### config.mk
export PLATFORM = sky130hd
export DESIGN_NAME = serial_xor_arbiter
export DESIGN_NICKNAME = d
export VERILOG_FILES = /design/src/rtl/serial_xor_arbiter.sv
export SDC_FILE = /design/constraint.sdc
export NUM_CORES = 1
export LEC_CHECK = 0
export CELL_PAD_IN_SITES_DETAIL_PLACEMENT = 1
export CELL_PAD_IN_SITES_GLOBAL_PLACEMENT = 1
export CORE_MARGIN = 1.5
export CORE_UTILIZATION = 30
export CTS_CLUSTER_SIZE = 24
export DETAILED_ROUTE_END_ITERATION = 7
export PLACE_DENSITY = 0.71
export SYNTH_ARGS = -nofsm -noshare
export SYNTH_HDL_FRONTEND = slang
export SYNTH_SLANG_ARGS = --single-unit
export TNS_END_PERCENT = 5
### constraint.sdc
create_clock -name clk -period 1.47 [get_ports clk]
set_clock_uncertainty 0.1 [all_clocks]
set_input_delay 0.2205 -clock clk [delete_from_list [all_inputs] [get_ports clk]]
set_output_delay 0.2205 -clock clk [all_outputs]
set_load 0.1 [all_outputs]
### src/rtl/serial_xor_arbiter.sv
// serial_xor_arbiter: two requesters share one bit-serial parity engine.
// A round-robin grant in IDLE picks one operand. SHIFT folds it one bit per cycle
// into a shared XOR accumulator. DONE presents the parity and the owner's index
// until the consumer takes it.
module serial_xor_arbiter #(
  parameter int N = 8
) (
  input  logic         clk,
  input  logic         reset,
  input  logic         req0_valid,
  input  logic [N-1:0] req0_data,
  input  logic         req1_valid,
  input  logic [N-1:0] req1_data,
  output logic         req0_ready,
  output logic         req1_ready,
  output logic         res_valid,
  output logic         res_parity,
  output logic         res_id,
  input  logic         res_ready,
  output logic         busy
);

  localparam int CntW = $clog2(N) + 1;

  typedef enum logic [1:0] {
    IDLE,
    SHIFT,
    DONE
  } stateType;

  stateType          state;
  stateType          nextState;
  logic [N-1:0]      shiftReg;
  logic              acc;
  logic [CntW-1:0]   bitCount;
  logic              grantId;
  logic              lastGrant;
  logic              pickReq1;
  logic              accept;
  logic              lastShift;

  // Round-robin choice: req1 wins if it is alone, or if both are waiting and req0 went last
  always_comb begin
    pickReq1   = 1'b0;
    req0_ready = 1'b0;
    req1_ready = 1'b0;
    accept     = 1'b0;
    if (req1_valid && (!req0_valid || (lastGrant == 1'b0))) begin
      pickReq1 = 1'b1;
    end
    if ((state == IDLE) && !reset) begin
      req0_ready = req0_valid && !pickReq1;
      req1_ready = pickReq1;
    end
    accept = req0_ready || req1_ready;
  end

  // Next-state selection; SHIFT ends on the cycle that folds in the final bit
  always_comb begin
    nextState = state;
    lastShift = (bitCount == CntW'(N - 1));
    unique case (state)
      IDLE: begin
        if (accept) begin
          nextState = SHIFT;
        end
      end
      SHIFT: begin
        if (lastShift) begin
          nextState = DONE;
        end
      end
      DONE: begin
        if (res_ready) begin
          nextState = IDLE;
        end
      end
      default: nextState = IDLE;
    endcase
  end

  // State register and datapath: capture on accept, fold one bit per SHIFT cycle, retire in DONE
  always_ff @(posedge clk) begin
    if (reset) begin
      state     <= IDLE;
      shiftReg  <= '0;
      acc       <= 1'b0;
      bitCount  <= '0;
      grantId   <= 1'b0;
      lastGrant <= 1'b1;
    end else begin
      state <= nextState;
      unique case (state)
        IDLE: begin
          if (accept) begin
            shiftReg <= pickReq1 ? req1_data : req0_data;
            acc      <= 1'b0;
            bitCount <= '0;
            grantId  <= pickReq1;
          end
        end
        SHIFT: begin
          acc      <= acc ^ shiftReg[0];
          shiftReg <= shiftReg >> 1;
          bitCount <= bitCount + CntW'(1);
        end
        DONE: begin
          if (res_ready) begin
            lastGrant <= grantId;
          end
        end
        default: begin
          shiftReg <= '0;
        end
      endcase
    end
  end

  // Result outputs are gated so they read zero outside DONE
  always_comb begin
    res_valid  = (state == DONE);
    res_parity = (state == DONE) && acc;
    res_id     = (state == DONE) && grantId;
    busy       = (state != IDLE);
  end

endmodule

==> CHANGELOG.md, run 1 <==
### Implementation results

* DRC Markers at 0
* FP Rows at 19
* Outcome: finished, violations left
* CTS tree: done
* Setup violators final at 14
* Sequential cell area share at 24.4%
* Log Warnings at 29
* Final critical delay including setup and external delays at 1.76 ns
* FF+latch count at 17
* Largest class: combinational gates
* Reg with most FFs: shiftReg
* Latency at later pin at 0.29 ns
* Largest register FFs at 8
* Critical setup path kind: reg -> out
* AND-OR/OR-AND share of the synthesized area at 24.0%
* Placed cell count at 164
* Smallest hold slack at 0.389 ns
* CP Capture Point: req0_ready
* Reg clk slew, reported paths at 0.10 ns
* Yosys chip area at 867 um2
* Clk_buf instances at 4
* PnR worst setup slack at -0.285 ns
* Failing checks: negative setup slack
* Finished Layout Cells at 168
* Layout Utilization at 51.0%
* GP Congestion at 0.785
* Max VDD drop at 0.635 mV
Figure 1. Signal wires on met1 (run 1).
The bar under the picture is 20 um long. Supply wires on this layer in gray.
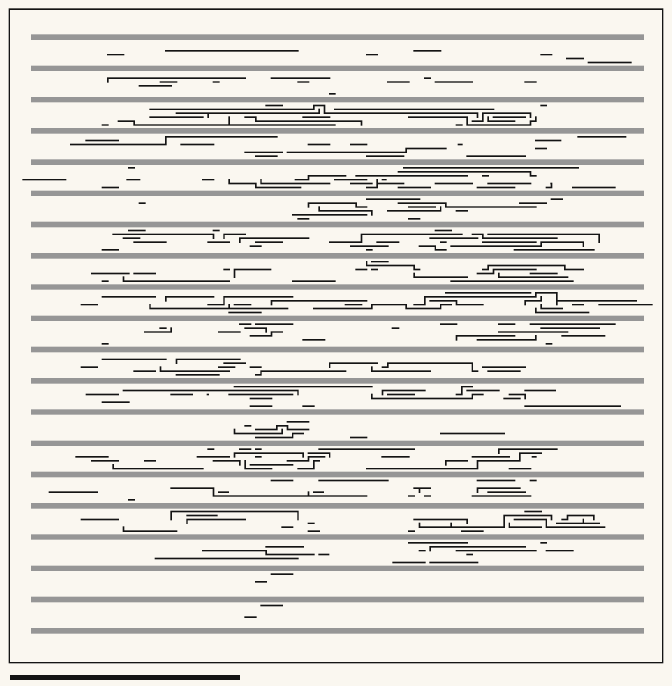
- main direction: horizontal
- longest straight run: 17.5 um
- nets with wire on the layer: 140
- wire length on this layer: 1,140 um
- share of all routed wire: 48%

Figure 2. Met2 routing (run 1).
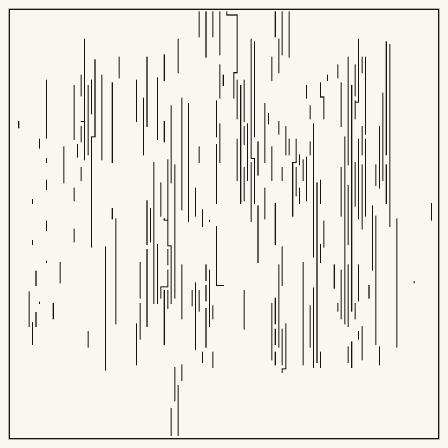
- longest straight run: 29.9 um
- nets with wire on the layer: 132
- share of all routed wire: 48%

Figure 3. Metal 3 (run 1).
The bar under the picture is 20 um long. Cells faint in the background.
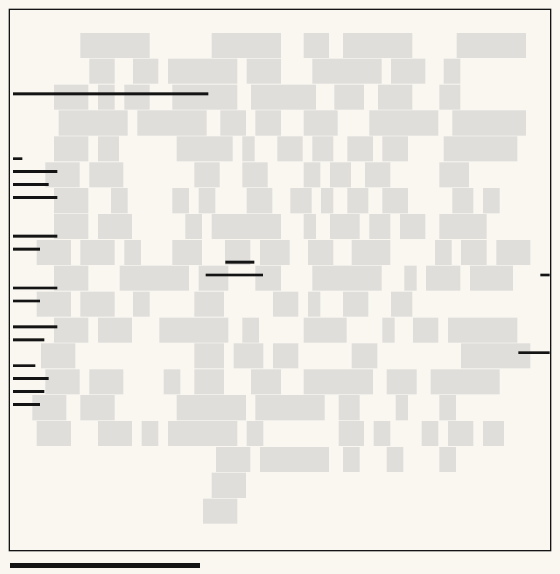
- wire length on this layer: 77.5 um
- main direction: horizontal
- share of all routed wire: 3.3%
- nets with wire on the layer: 18

## Run 2: what changed since run 1
--- a/config.mk
+++ b/config.mk
@@ -12,6 +12,7 @@
 export CTS_CLUSTER_SIZE = 24
 export DETAILED_ROUTE_END_ITERATION = 7
 export PLACE_DENSITY = 0.71
+export SKIP_CTS_REPAIR_TIMING = 1
 export SYNTH_ARGS = -nofsm -noshare
 export SYNTH_HDL_FRONTEND = slang
 export SYNTH_SLANG_ARGS = --single-unit
Figure 4. Signal wires on met1 (run 2).
The bar under the picture is 20 um long. Supply wires on this layer in gray.
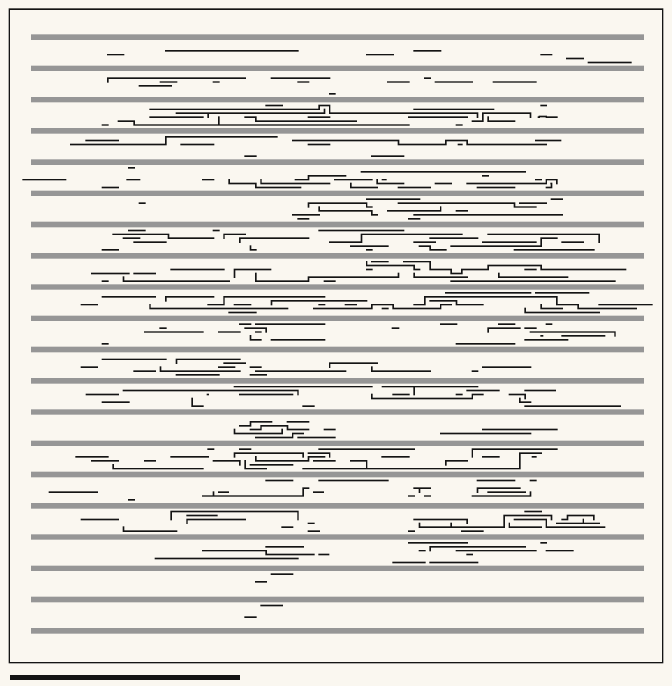
- share of all routed wire: 48%
- main direction: horizontal
- nets with wire on the layer: 139

Figure 5. Met2 routing (run 2).
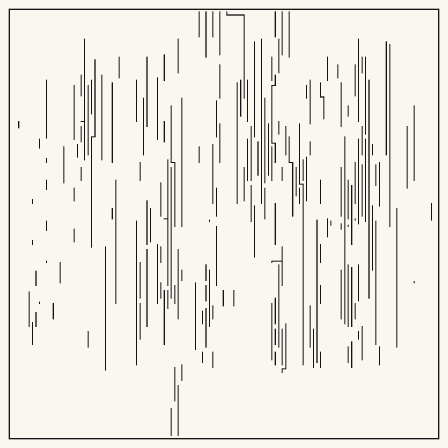
- main direction: vertical
- longest straight run: 28.9 um
- wire length on this layer: 1,120 um
- nets with wire on the layer: 133
- share of all routed wire: 48%

Figure 6. Gate families picked out (run 2).
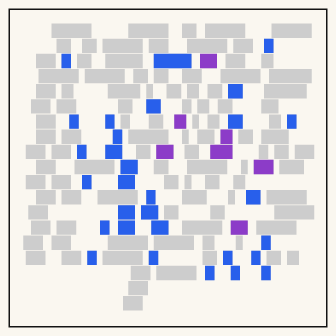
- purple: AND and OR gates (cells 7; most used and2_4)
- blue: inverting AOI/OAI gates (cells 30; most used o21ai_1)

==> run 2 against run 1 <==
Net effect: the run still ends with negative setup slack left; worst hold slack got worse by 0.0050 ns; final area unchanged; global-route usage about the same; sequential power about the same; power decreased by 0.40%.
==> CHANGELOG.md, run 2 <==
### Implementation results

* Die height at 56.8 um
* AND-OR/OR-AND share of the synthesized area at 24.0% (unchanged)
* Number of CTS-inserted buffers at 3
* Smallest hold slack at 0.384 ns (-0.00500 ns)
* CP Capture Point: req0_ready
* HPWL after DPL at 1920 um
* Finished Layout Cells at 168 (unchanged)
* Placed cell count at 164 (unchanged)
* Largest cells by area: dfxtp_1, mux2i_1, a32oi_1, o21ai_1, nor2b_1
* Reg clk slew, reported paths at 0.10 ns (about the same)
* Start of the worst register-to-register path: state[0]
* PnR worst setup slack at -0.279 ns (+0.00625 ns)
* Comb pwr share at 24.7%
* Setup violators final at 14 (unchanged)
* Final critical delay including setup and external delays at 1.75 ns (-0.00625 ns)
* Final non-filler cell area at 1410 um2
* Synth Flop Type: dfxtp_1
* Largest register FFs at 8 (unchanged)
* Max VDD drop at 0.628 mV (-1.2%)
* Antenna violations before repair at 0
* Largest class: combinational gates
* Setup slack, reg-to-reg at -0.06 ns
* GP Congestion at 0.785 (unchanged)
* Fa+ha+maj area frac at 1.44%
* Mux contribution to synthesized area at 9.24%
* Max Cap Viol at 0
* Layout Utilization at 51.0% (unchanged)
* Reg with most FFs: shiftReg
* CTS tree: done
* Routed wire per std cell at 14.0 um
* Log Warnings at 28 (-3.4%)
* FP Rows at 19 (unchanged)
* Sequential cell area share at 24.4% (unchanged)
* Critical setup path kind: reg -> out
* Latency at later pin at 0.28 ns (about the same)
* Longest Clk Path Bufs at 2
* P_clk at 0.000250 W
* Buffer share of cell area at 31.9%
* Yosys chip area at 867 um2 (unchanged)
* Failing checks: negative setup slack
* Outcome: finished, violations left
* Async S/R FF share, synth at 0%
* FF+latch count at 17 (unchanged)
* Crit path DRT at 1.15 ns
* Largest regs: shiftReg x8, bitCount x4, state x2
* CP max stage delay at 0.42 ns
* Clk_buf instances at 4 (unchanged)
* DRC Markers at 0 (unchanged)
No activity file was given, so power comes from the tool's default toggle rates.
